run_1/layers.png
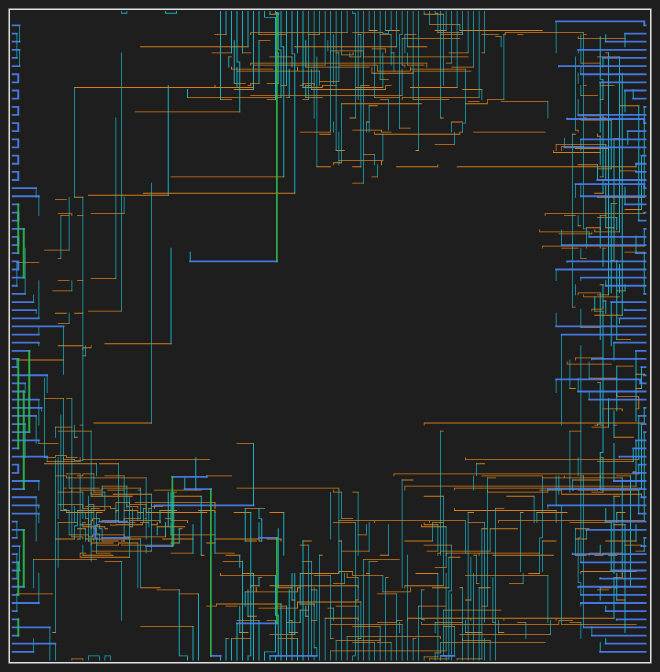
run_1/port_trees.png
Bar = 20 um.
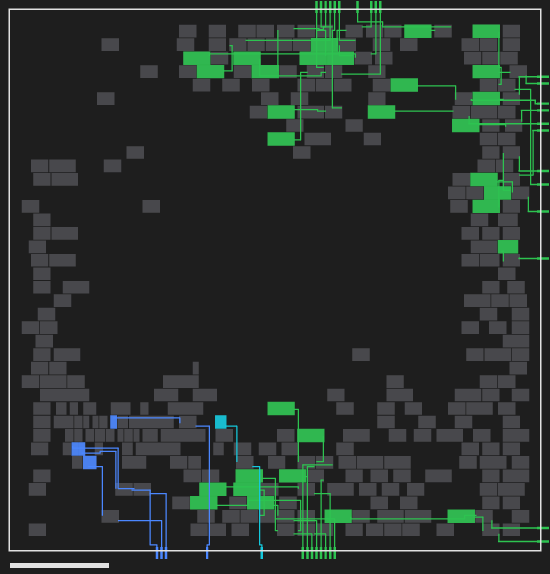
run_1/placed.png
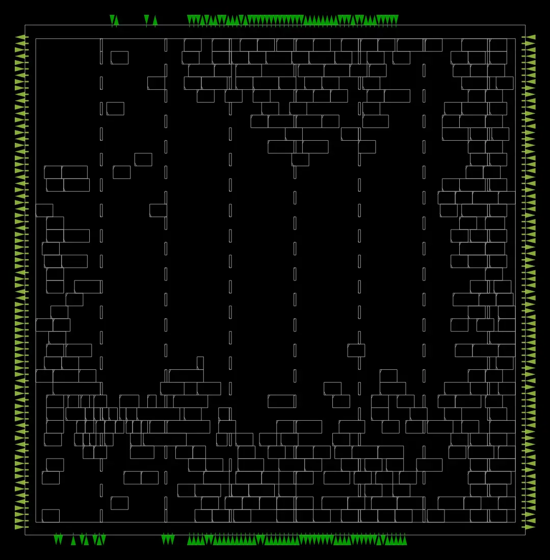
File: config.mk
export PLATFORM = sky130hd
export DESIGN_NAME = mem_arbiter
export DESIGN_NICKNAME = d
export VERILOG_FILES = /design/src/rtl/bus_pkg.sv /design/src/rtl/rr_arbiter2.sv /design/src/rtl/mem_arbiter.sv
export SDC_FILE = /design/constraint.sdc
export NUM_CORES = 1
export LEC_CHECK = 0
export CAP_MARGIN = 30
export CORE_AREA = 2 2 105 107
export DETAILED_ROUTE_END_ITERATION = 8
export DIE_AREA = 0 0 107 109
export HOLD_SLACK_MARGIN = 0.06
export PLACE_DENSITY = 0.73
export SLEW_MARGIN = 20
export SYNTH_ARGS = -nofsm -noshare
export SYNTH_HDL_FRONTEND = slang
export SYNTH_SLANG_ARGS = --single-unit
File: constraint.sdc
create_clock -name clk -period 5.19 [get_ports clk]
set_clock_uncertainty 0.1 [all_clocks]
set_input_delay 1.038 -clock clk [delete_from_list [all_inputs] [get_ports clk]]
set_output_delay 1.038 -clock clk [all_outputs]
set_load 0.01 [all_outputs]
File: src/rtl/bus_pkg.sv
// Shared bus definitions: master indices, default widths, the
// arbitration-pointer type and the two-master priority pick.
package bus_pkg;

    localparam int AW_DEFAULT = 30;
    localparam int DW_DEFAULT = 32;

    localparam int M_CPU    = 0;
    localparam int M_LOADER = 1;

    typedef enum logic {
        PTR_CPU    = 1'b0,
        PTR_LOADER = 1'b1
    } prio_t;

    // A lone requester always wins; on a tie the favoured master wins.
    function automatic logic [1:0] pick_one(input logic [1:0] req, input prio_t ptr);
        logic [1:0] gnt;
        gnt = 2'b00;
        case (req)
            2'b01:   gnt = 2'b01;
            2'b10:   gnt = 2'b10;
            2'b11:   gnt = (ptr == PTR_LOADER) ? 2'b10 : 2'b01;
            default: gnt = 2'b00;
        endcase
        return gnt;
    endfunction

endpackage

File: src/rtl/rr_arbiter2.sv
// Two-way round-robin arbiter: combinational grant, registered pointer
// that flips to the other master after every granted transaction.
module rr_arbiter2
    import bus_pkg::*;
(
    input  logic       clk,
    input  logic       reset,
    input  logic [1:0] req,
    input  logic       advance,
    output logic [1:0] gnt
);

    prio_t ptr;

    // Grant follows the current requests and the favoured master.
    always_comb begin
        gnt = pick_one(req, ptr);
    end

    // After a completed transaction the other master becomes favoured.
    always_ff @(posedge clk or negedge reset) begin
        if (!reset) begin
            ptr <= PTR_CPU;
        end else if (advance && (gnt != 2'b00)) begin
            ptr <= gnt[M_LOADER] ? PTR_CPU : PTR_LOADER;
        end
    end

endmodule

File: src/rtl/mem_arbiter.sv
// Two-master memory arbiter (CPU and loader) in front of one slave port.
// Requests are forwarded combinationally; read results are routed back
// one cycle later to whichever master issued the read.
module mem_arbiter
    import bus_pkg::*;
#(
    parameter int AW = AW_DEFAULT,
    parameter int DW = DW_DEFAULT
) (
    input  logic              clk,
    input  logic              reset,
    input  logic              m0_re,
    input  logic [DW/8-1:0]   m0_we,
    input  logic [AW-1:0]     m0_addr,
    input  logic [DW-1:0]     m0_wdata,
    input  logic              m1_re,
    input  logic [DW/8-1:0]   m1_we,
    input  logic [AW-1:0]     m1_addr,
    input  logic [DW-1:0]     m1_wdata,
    output logic              m0_gnt,
    output logic              m1_gnt,
    output logic              m0_rvalid,
    output logic              m1_rvalid,
    output logic [DW-1:0]     rdata,
    output logic              s_re,
    output logic [DW/8-1:0]   s_we,
    output logic [AW-1:0]     s_addr,
    output logic [DW-1:0]     s_wdata,
    input  logic [DW-1:0]     s_rdata
);

    logic [1:0] req;
    logic [1:0] gnt;
    logic       rd_pending;
    prio_t      rd_owner;

    // Requests are masked while reset is held so no grant can leak out.
    always_comb begin
        req           = 2'b00;
        req[M_CPU]    = reset & (m0_re | (|m0_we));
        req[M_LOADER] = reset & (m1_re | (|m1_we));
    end

    rr_arbiter2 u_arb (
        .clk     (clk),
        .reset   (reset),
        .req     (req),
        .advance (|gnt),
        .gnt     (gnt)
    );

    assign m0_gnt = gnt[M_CPU];
    assign m1_gnt = gnt[M_LOADER];

    // Steer the winner's fields to the slave; strobes stay low when idle.
    always_comb begin
        s_re    = 1'b0;
        s_we    = '0;
        s_addr  = m0_addr;
        s_wdata = m0_wdata;
        if (gnt[M_LOADER]) begin
            s_re    = m1_re;
            s_we    = m1_we;
            s_addr  = m1_addr;
            s_wdata = m1_wdata;
        end else if (gnt[M_CPU]) begin
            s_re    = m0_re;
            s_we    = m0_we;
        end
    end

    // Remember who issued the read so its data comes back to the right master.
    always_ff @(posedge clk or negedge reset) begin
        if (!reset) begin
            rd_pending <= 1'b0;
            rd_owner   <= PTR_CPU;
        end else begin
            rd_pending <= s_re;
            if (s_re) begin
                rd_owner <= gnt[M_LOADER] ? PTR_LOADER : PTR_CPU;
            end
        end
    end

    assign m0_rvalid = rd_pending && (rd_owner == PTR_CPU);
    assign m1_rvalid = rd_pending && (rd_owner == PTR_LOADER);
    assign rdata     = s_rdata;

endmodule
==> flow_metrics.py, run 1 <==
# Generated from Yosys and OpenROAD reports
metrics = {
    "floorplan": {
        "die_h_um": 109,
    },
    "global_routing": {
        "overflow": 0,
        "grt_max_degree": 33,
        "antenna_found_initial": 0,
    },
    "setup_path": {
        "crit_path_max_incr_delay_ps": 480,
        "worst-path-buf-inv": 3,
        "path_delay_family": "buffers and inverters",
    },
    "worst_hold_path": {
        "min_to": "rd_owner$_DFFE_PN0P_",
        "min_from": "rd_owner$_DFFE_PN0P_",
    },
    "cts": {
        "cts_max_path_buffers": 2,
    },
    "timing": {
        "finalHoldViolCount": 0,
        "setup-violations-final": 0,
    },
    "outcome": {
        "status": "complete, no violations",
    },
    "yosys": {
        "yosys_area_um2": 1564,
        "ys_types": 24,
        "syn_area_per_cell_um2": 11.50,
        "synth.area.top_cells": "mux2_4 57%, buf_4 15%, buf_12 7.7%",
        "syn_nets": 304,
        "ys_cells": 136,
    },
    "power": {
        "switching_share_pct": 29.50,
    },
    "layout": {
        "final-nonclk-buf-share_pct": 59.87,
    },
    "place": {
        "dp.cells": 445,
    },
    "drt": {
        "viasPerCell": 3.788,
        "drc": 0,
    },
}
About layers.png:
M1: in orange, wire length 2360 um. M4: in green, wire length 174 um. M2: in cyan, wire length 3320 um. M3: in blue, wire length 789 um.

About port_trees.png:
s_we: in blue, bits 4, direction output, edge south, end cells 4, buffers 4, wire 136 um. s_addr: in green, bits 30, direction output, edge 12 east, 10 north, 8 south, end cells 30, buffers 30, wire 646 um. m1_rvalid: in cyan, bits 1, direction output, edge south, end cells 1, buffers 1, wire 27.8 um.

About placed.png:
# fillers: 1050
non-filler cells, final: 449

run 1: layer usage:
layer / routed length (um) / global-route usage [%] / vias to the layer above
li1: - / - / 802
met3: 788 / 2.630 / 24
met5: 0 / 0 / -
met4: 174 / 3.711 / 0
met2: 3316 / 19.02 / 138
met1: 2357 / 10.53 / 737
run 1: registers in the layout, summed over array words and instances (netlist names):
name / flops
rd_owner: 1
rd_pending: 1
u_arb.ptr: 1
run 1: kinds of logic (layout without fill, tap and decap cells):
kind of cell           Yosys count  count (layout)  synth area share, %
AND/OR/NAND/NOR                 18              18                6.400
buffers and inverters           41             214                24.24
flip-flops                       3               3                4.800
AND-OR/OR-AND                   12              12                5.760
multiplexers                    62              62                58.80
## Run 2: what changed since run 1
GPL_TIMING_DRIVEN = 0   (was not set)
==> run 2 against run 1 <==
Sequential share of layout area is 0.33 points lower. Final area is 18% higher. Via count is 16% higher. Power is 13% higher. Count of clock-buffer cells in the layout stayed put. Global-route usage is 0.75 points higher. Wire length is 8.4% higher. Register-to-register slack better by 20 ps. First-iteration DRC count is 4.7% lower. Die size stayed put.
==> flow_metrics.py, run 2 <==
# Generated from Yosys and OpenROAD reports
metrics = {
    "yosys": {
        "mux_share_pct": 58.80,
        "xor_area_share_pct": 0,
        "syn_area_per_cell_um2": 11.50,
        "simple_gate_share_pct": 6.400,
        "syn_nets": 304,
        "ys_types": 24,
        "fa_ha_area_share_pct": 0,
        "yosys_area_um2": 1564,
        "ys_cells": 136,
        "synthAoiAreaFrac_pct": 5.760,
    },
    "floorplan": {
        "core-area_um2": 10600,
        "die_h_um": 109,
    },
    "cts": {
        "cts_max_path_buffers": 2,
        "cts-resized-gates": 0,
    },
    "drt": {
        "route.met3.wl_um": 876,
        "dr_wl_met2_um": 3768,
        "maxUsedRoutingLayer": "met4",
        "viasPerCell": 3.819,
        "drc": 0,
        "wl_met1_um": 2533,
    },
    "setup_path": {
        "crit_path_max_incr_delay_ps": 550,
        "path_delay_family": "buffers and inverters",
        "worst-path-buf-inv": 4,
    },
    "place": {
        "dp.cells": 514,
        "gp_congestion": 0.7686,
    },
    "worst_hold_path": {
        "min_to": "u_arb.ptr$_DFFE_PN0P_",
        "min_from": "u_arb.ptr$_DFFE_PN0P_",
    },
    "global_routing": {
        "use_met1_pct": 11.52,
        "overflow": 0,
        "met2_usage_pct": 21.52,
        "antenna_found_initial": 0,
        "grt_max_degree": 11,
        "grt_pass1_vias": 2013,
        "grt_use_met3_pct": 2.690,
        "gr-max-usage-layer": "met2",
    },
    "layout": {
        "stdcell_area_um2": 4167,
        "n_fill_cell": 1023,
        "stdcell_count": 518,
        "top_regs": "rd_owner x1, rd_pending x1, u_arb.ptr x1",
    },
    "power": {
        "power_uw": 591.9,
        "switching_share_pct": 29.23,
    },
    "outcome": {
        "status": "complete, no violations",
    },
}
## run 2: cell counts after synthesis
Identical to the previous run, type by type.
## run 2: power groups by stage
stage                     combinational [mW]  clock, mW  sequential (mW)
after CTS                              0.500     0.0697           0.0318
final                                  0.492     0.0684           0.0316
after detailed placement               0.498          0           0.0318
after global placement                 0.492          0           0.0314
after global routing                   0.520     0.0721           0.0323
after floorplan                        0.226          0           0.0306
## run 2: layout make-up
type                    instances  area (um2)  share of cell area, %
multi-input cells              92        1110                  26.64
well taps                     140       175.2                  4.204
inverters                       1       3.754                0.09009
clock buffers                   4       45.04                  1.081
plain buffers                  40       375.4                  9.009
repair buffers                238        2382                  57.18
flip-flops and latches          3       75.07                  1.802
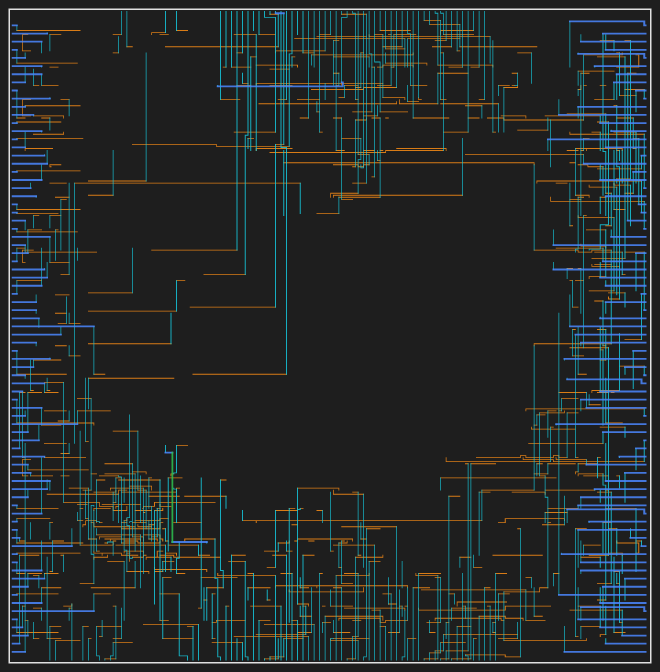
run_2/layers.png
M1: in orange, wire length 2530 um. M2: in cyan, wire length 3770 um. M4: in green, wire length 15.0 um. M3: in blue, wire length 876 um.
via count: 1978
total length of routed wires: 7193 um

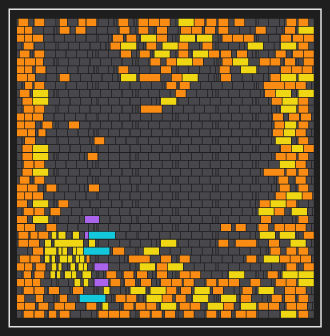
run_2/class_map.png
Fill, decap, tap and diode cells in grey.
registers: in cyan, cells 3. remaining buffers and delay cells: in orange, cells 278. remaining logic cells: in yellow, cells 93. clock drivers and dummy loads: in purple, cells 4.
Rows: 38
Seq/total area: 1.802%

## Run 3: what changed since run 2
TNS_END_PERCENT = 20   (was not set)
==> run 3 against run 2 <==
Die size is the same. Non-clock buffer count is the same. Setup slack is the same. Global-route usage is the same. Sequential power is essentially flat. Maximum frequency is the same. Final cell count is the same. Register-to-register slack is essentially flat. Hold slack is the same. Core utilization is the same. Synthesized cell count is the same. Wire length is the same.
==> flow_metrics.py, run 3 <==
# Generated from Yosys and OpenROAD reports
metrics = {
    "layout": {
        "num-multi-input-gates": 92,
        "n_fill_cell": 1023,
        "stdcell_area_um2": 4167,
        "seq_share_pct": 1.802,
        "seq_area_um2": 75.07,
        "multiInputGateArea_um2": 1110,
        "comb-cell-share_pct": 26.64,
        "stdcell_count": 518,
        "flops": 3,
        "num-nonclk-buffers": 278,
    },
    "floorplan": {
        "rows": 38,
        "die_h_um": 109,
    },
    "drt": {
        "drc": 0,
        "routed_wl_um": 7193,
        "via_count": 1978,
    },
    "yosys": {
        "fa_ha_area_share_pct": 0,
        "simple_gate_share_pct": 6.400,
        "mux_share_pct": 58.80,
        "syn_nets": 304,
        "xor_area_share_pct": 0,
        "synthAoiAreaFrac_pct": 5.760,
        "yosys_area_um2": 1564,
    },
    "setup_path": {
        "worst-path-buf-inv": 4,
        "path_delay_family": "buffers and inverters",
    },
    "power": {
        "switching_share_pct": 29.23,
    },
    "global_routing": {
        "grt_max_degree": 11,
        "overflow": 0,
        "grt_pass1_vias": 2013,
    },
    "worst_hold_path": {
        "min_from": "u_arb.ptr$_DFFE_PN0P_",
    },
    "cts": {
        "cts_max_path_buffers": 2,
        "cts-resized-gates": 0,
    },
    "place": {
        "dp.cells": 514,
    },
    "outcome": {
        "status": "complete, no violations",
    },
}
==> run 3: cell counts in the layout (fill, tap and decap cells not counted) <==
No cell type changed its count.
==> run 3: power by group through the flow <==
stage	sequential, mW	combinational (mW)	clock (mW)
after global placement	0.0314	0.492	0
after floorplan	0.0306	0.226	0
final	0.0316	0.492	0.0684
after detailed placement	0.0318	0.498	0
after CTS	0.0318	0.500	0.0697
after global routing	0.0323	0.520	0.0721
==> run 3: layer usage <==
| layer | wire length (um) | GRT usage, % |
|---|---|---|
| met2 | 3768 | 21.52 |
| met3 | 876 | 2.690 |
| met4 | 14 | 1.484 |
| met5 | 0 | 0 |
| met1 | 2533 | 11.52 |
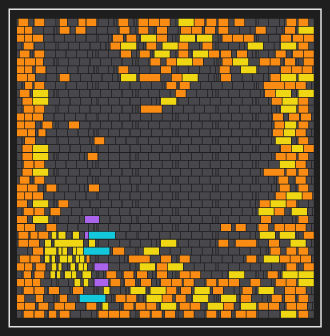
run_3/class_map.png
Fill, decap, tap and diode cells in grey.
registers: in cyan, cells 3. remaining buffers and delay cells: in orange, cells 278. clock drivers and dummy loads: in purple, cells 4. remaining logic cells: in yellow, cells 93.

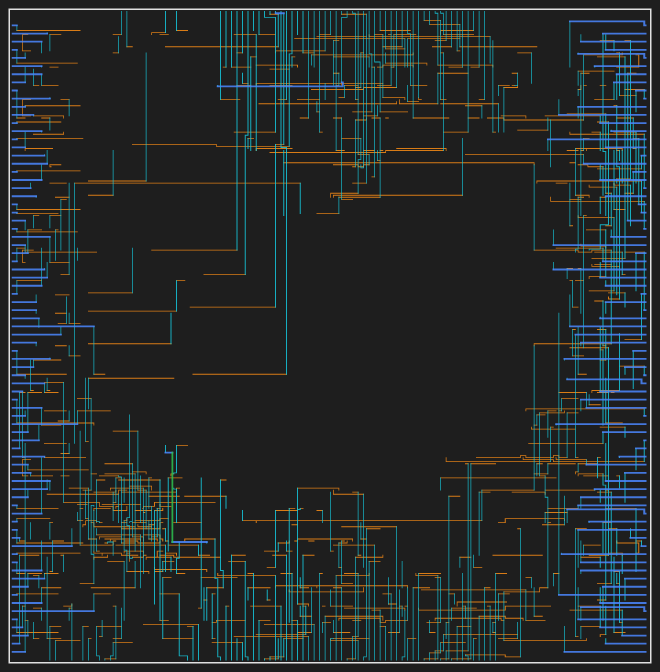
run_3/layers.png
M4: in green, wire length 15.0 um. M2: in cyan, wire length 3770 um. M3: in blue, wire length 876 um. M1: in orange, wire length 2530 um.
All-Layer GR Usage: 10.74%
WL/cell: 13.89 um


## Gallery

Sizing map.
picture 1
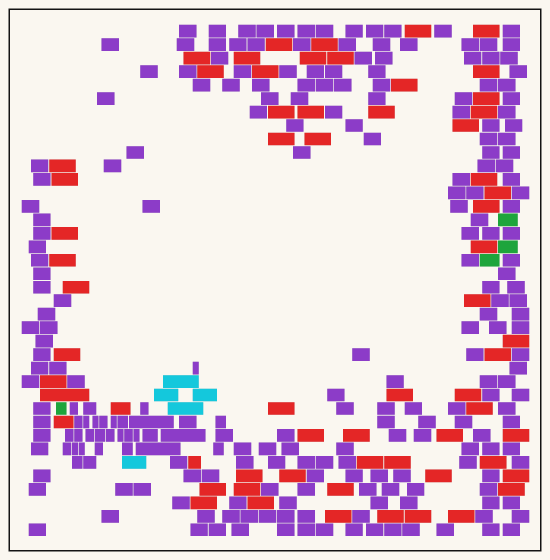
picture 2
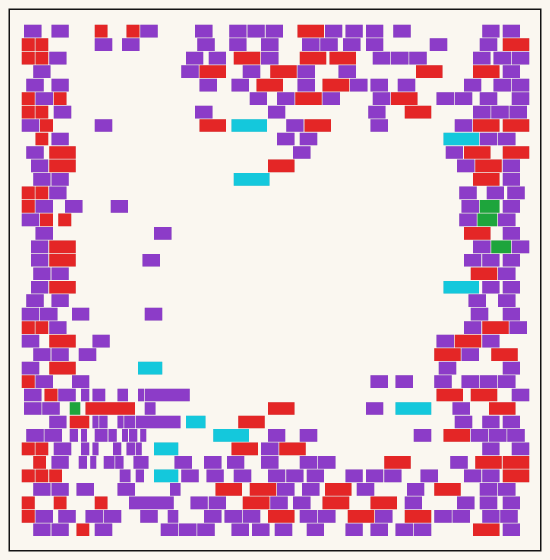
Run 1 is picture 1.
Run 3 is picture 2.
- most cells: picture 2

Key to picture 2:
x1 and smaller: in purple, cells 271, share 72%. x2: in green, cells 4, share 1.1%. x6 and larger: in cyan, cells 10, share 2.6%. x3 and x4: in red, cells 93, share 25%.

No activity file was given, so power comes from the tool's default toggle rates.
